### Routing congestion

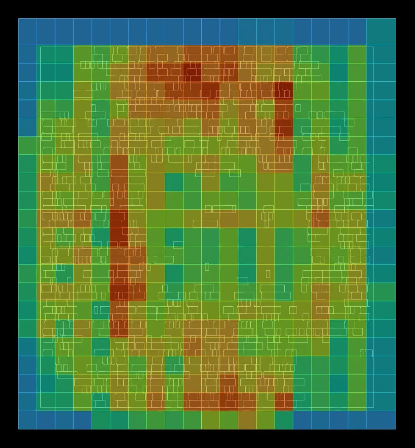
### I/O nets highlighted

The bar under the picture is 50 um long.
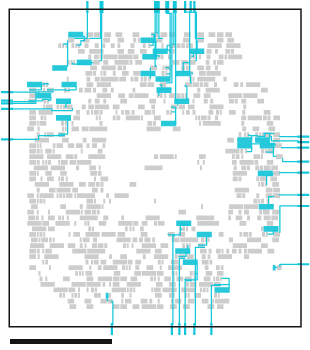
### Where the registers sit

Other sequential cells in the stronger gray, the rest of the logic in the fainter gray.
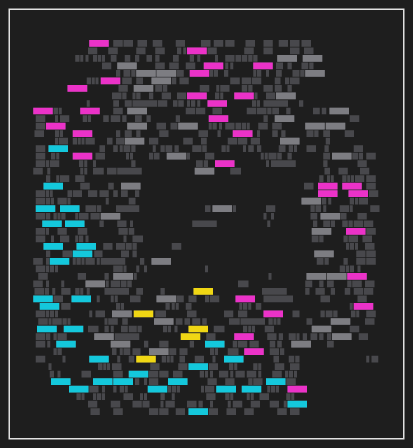
### Met2 routing

Cells faint in the background.
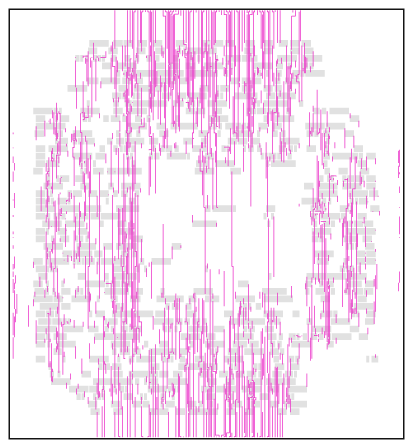
`src/rtl/mem_stage.sv`:
```
// ============================================================================
// Module   : mem_stage
// Purpose  : MEM pipeline stage; passes ALU results through and runs single
//            outstanding word load/store transactions on the data bus.
// Revision : 1.0  initial release
// ============================================================================
`default_nettype none

package mem_stage_pkg;
  localparam logic [1:0] MEM_OP_NONE  = 2'd0;
  localparam logic [1:0] MEM_OP_LOAD  = 2'd1;
  localparam logic [1:0] MEM_OP_STORE = 2'd2;

  typedef struct packed {
    logic [4:0]  rd_addr;
    logic [1:0]  mem_op;
    logic [31:0] mem_data;
    logic [31:0] rd_data;
  } mem_params_t;
endpackage

module mem_stage
  import mem_stage_pkg::*;
(
  input  logic        clk,
  input  logic        rst,
  input  mem_params_t mem_params,
  input  logic        in_valid,
  output logic        stall,
  output logic        wb_valid,
  output logic [4:0]  wb_rd_addr,
  output logic [31:0] wb_rd_data,
  output logic        bus_req,
  output logic        bus_we,
  output logic [31:0] bus_addr,
  output logic [31:0] bus_wdata,
  input  logic        bus_ack,
  input  logic        bus_err,
  input  logic [31:0] bus_rdata,
  output logic        fault
);

  typedef enum logic [0:0] {
    ST_IDLE = 1'b0,
    ST_WAIT = 1'b1
  } state_t;

  state_t      r_state;
  state_t      w_state_nxt;

  logic        r_rst_q;
  logic        r_bus_req;
  logic        r_bus_we;
  logic [31:0] r_bus_addr;
  logic [31:0] r_bus_wdata;
  logic [4:0]  r_hold_rd_addr;
  logic        r_wb_valid;
  logic [4:0]  r_wb_rd_addr;
  logic [31:0] r_wb_rd_data;
  logic        r_fault;

  logic        w_bus_req_nxt;
  logic        w_bus_we_nxt;
  logic [31:0] w_bus_addr_nxt;
  logic [31:0] w_bus_wdata_nxt;
  logic [4:0]  w_hold_rd_addr_nxt;
  logic        w_wb_valid_nxt;
  logic [4:0]  w_wb_rd_addr_nxt;
  logic [31:0] w_wb_rd_data_nxt;
  logic        w_fault_nxt;
  logic        w_stall;
  logic        w_accept;
  logic        w_is_mem_op;

  // Stall must stay low in the cycle after reset, so nothing is accepted then:
  // a memory op taken without stalling would let its successor slip past.
  assign w_accept    = in_valid && !r_rst_q;
  assign w_is_mem_op = (mem_params.mem_op == MEM_OP_LOAD) ||
                       (mem_params.mem_op == MEM_OP_STORE);

  always_comb begin
    w_state_nxt        = r_state;
    w_bus_req_nxt      = r_bus_req;
    w_bus_we_nxt       = r_bus_we;
    w_bus_addr_nxt     = r_bus_addr;
    w_bus_wdata_nxt    = r_bus_wdata;
    w_hold_rd_addr_nxt = r_hold_rd_addr;
    w_wb_valid_nxt     = 1'b0;
    w_wb_rd_addr_nxt   = r_wb_rd_addr;
    w_wb_rd_data_nxt   = r_wb_rd_data;
    w_fault_nxt        = 1'b0;
    w_stall            = 1'b0;

    case (r_state)
      ST_IDLE: begin
        if (w_accept) begin
          if (w_is_mem_op) begin
            w_stall            = 1'b1;
            w_state_nxt        = ST_WAIT;
            w_bus_req_nxt      = 1'b1;
            w_bus_we_nxt       = (mem_params.mem_op == MEM_OP_STORE);
            w_bus_addr_nxt     = {mem_params.rd_data[31:2], 2'b00};
            w_bus_wdata_nxt    = mem_params.mem_data;
            w_hold_rd_addr_nxt = mem_params.rd_addr;
          end else begin
            w_wb_valid_nxt   = 1'b1;
            w_wb_rd_addr_nxt = mem_params.rd_addr;
            w_wb_rd_data_nxt = mem_params.rd_data;
          end
        end
      end

      ST_WAIT: begin
        if (bus_err) begin
          w_state_nxt   = ST_IDLE;
          w_bus_req_nxt = 1'b0;
          w_fault_nxt   = 1'b1;
        end else if (bus_ack) begin
          w_state_nxt    = ST_IDLE;
          w_bus_req_nxt  = 1'b0;
          w_wb_valid_nxt = 1'b1;
          if (r_bus_we) begin
            w_wb_rd_addr_nxt = 5'd0;
            w_wb_rd_data_nxt = 32'd0;
          end else begin
            w_wb_rd_addr_nxt = r_hold_rd_addr;
            w_wb_rd_data_nxt = bus_rdata;
          end
        end else begin
          w_stall = 1'b1;
        end
      end

      default: begin
        w_state_nxt   = ST_IDLE;
        w_bus_req_nxt = 1'b0;
      end
    endcase
  end

  always_ff @(posedge clk) begin
    if (rst) begin
      r_state        <= ST_IDLE;
      r_rst_q        <= 1'b1;
      r_bus_req      <= 1'b0;
      r_bus_we       <= 1'b0;
      r_bus_addr     <= 32'd0;
      r_bus_wdata    <= 32'd0;
      r_hold_rd_addr <= 5'd0;
      r_wb_valid     <= 1'b0;
      r_wb_rd_addr   <= 5'd0;
      r_wb_rd_data   <= 32'd0;
      r_fault        <= 1'b0;
    end else begin
      r_state        <= w_state_nxt;
      r_rst_q        <= 1'b0;
      r_bus_req      <= w_bus_req_nxt;
      r_bus_we       <= w_bus_we_nxt;
      r_bus_addr     <= w_bus_addr_nxt;
      r_bus_wdata    <= w_bus_wdata_nxt;
      r_hold_rd_addr <= w_hold_rd_addr_nxt;
      r_wb_valid     <= w_wb_valid_nxt;
      r_wb_rd_addr   <= w_wb_rd_addr_nxt;
      r_wb_rd_data   <= w_wb_rd_data_nxt;
      r_fault        <= w_fault_nxt;
    end
  end

  assign stall      = w_stall && !rst && !r_rst_q;
  assign wb_valid   = r_wb_valid;
  assign wb_rd_addr = r_wb_rd_addr;
  assign wb_rd_data = r_wb_rd_data;
  assign bus_req    = r_bus_req;
  assign bus_we     = r_bus_we;
  assign bus_addr   = r_bus_addr;
  assign bus_wdata  = r_bus_wdata;
  assign fault      = r_fault;

endmodule

`default_nettype wire

```
`config.mk`:
```
export PLATFORM = sky130hd
export DESIGN_NAME = mem_stage
export DESIGN_NICKNAME = d
export VERILOG_FILES = /design/src/rtl/mem_stage.sv
export SDC_FILE = /design/constraint.sdc
export NUM_CORES = 1
export LEC_CHECK = 0
export ABC_CLOCK_PERIOD_IN_PS = 2500
export CORE_ASPECT_RATIO = 1.1
export CORE_MARGIN = 8
export CORE_UTILIZATION = 25
export DETAILED_ROUTE_END_ITERATION = 12
export GPL_TIMING_DRIVEN = 0
export PLACE_DENSITY = 0.6
export SLEW_MARGIN = 20
export SYNTH_ARGS = -nofsm -noshare
export SYNTH_HDL_FRONTEND = slang
export SYNTH_SLANG_ARGS = --single-unit
```
`constraint.sdc`:
```
create_clock -name clk -period 2.5 [get_ports clk]
set_input_delay 0.5 -clock clk [delete_from_list [all_inputs] [get_ports clk]]
set_output_delay 0.5 -clock clk [all_outputs]
set_load 0.01 [all_outputs]
```
==> results_dict.tcl <==
# collected from the flow reports
set metrics [dict create \
    postPlaceCellArea_um2 6790 \
    coreArea_um2 17100 \
    grt_pass1_wl_mm 25.5 \
    drive_gt1_share_pct 6.18 \
    arrival_ns 1.92 \
    dp_hpwl_mm 12.6 \
    n_all_inverters 1 \
    cp_cell_sequence "dlygate4sd2_1 -> ha_4 -> nor4b_4 -> buf_6 -> a21oi_1 -> nor3_2 -> buf_2" \
    die_w_um 142 \
    status "finished clean" \
    fin_area_um2 7110 \
    ff2ff_setup_slack_ns 0.66 \
    simple_gate_share_pct 24.7 \
    p_seq_share_pct 46.0 \
    rows 50 \
    num-multi-input-gates 371 \
    edf_count 0 \
    adder_share_pct 0.285 \
    fill_cells 1762 \
    pre_cts_slack_ns -1.18 \
    antenna_found_initial 0 \
    p_leak_nw 2.47 \
    yosys_cells 531 \
    cpMaxStageDelayCell "nor4b_4" \
    dominant_cells "buffers" \
    p_int_mw 3.04 \
    ant_nets 0 \
    min_from "bus_wdata[15]$_SDFFE_PP0P_" \
    ys_top_logic_family "simple AND/OR/NAND/NOR gates" \
    finalPower_mw 4.10 \
]
## Picture notes: 'Routing congestion'
GR Layer Usage met3: 4.47%
M1 GR Usage: 17.5%
GR peak layer: met2

## Picture notes: 'I/O nets highlighted'
bus_addr: shown in cyan, bits 32, direction output, end cells 32, buffers 32, wire 1,080 um.
I/O Pins: 214
count of buffers from port buffering: 211

## Picture notes: 'Where the registers sit'
bus_wdata: shown in cyan, flops 32. wb_rd_addr: shown in yellow, flops 5, where bottom center. bus_addr: shown in magenta, flops 30.
Another 43 sequential cells are not colored.

## Picture notes: 'Met2 routing'
The layer holds 49% of the routed length. The wires run mostly vertical. The longest straight run is 48.3 um. 673 nets have wire on it.

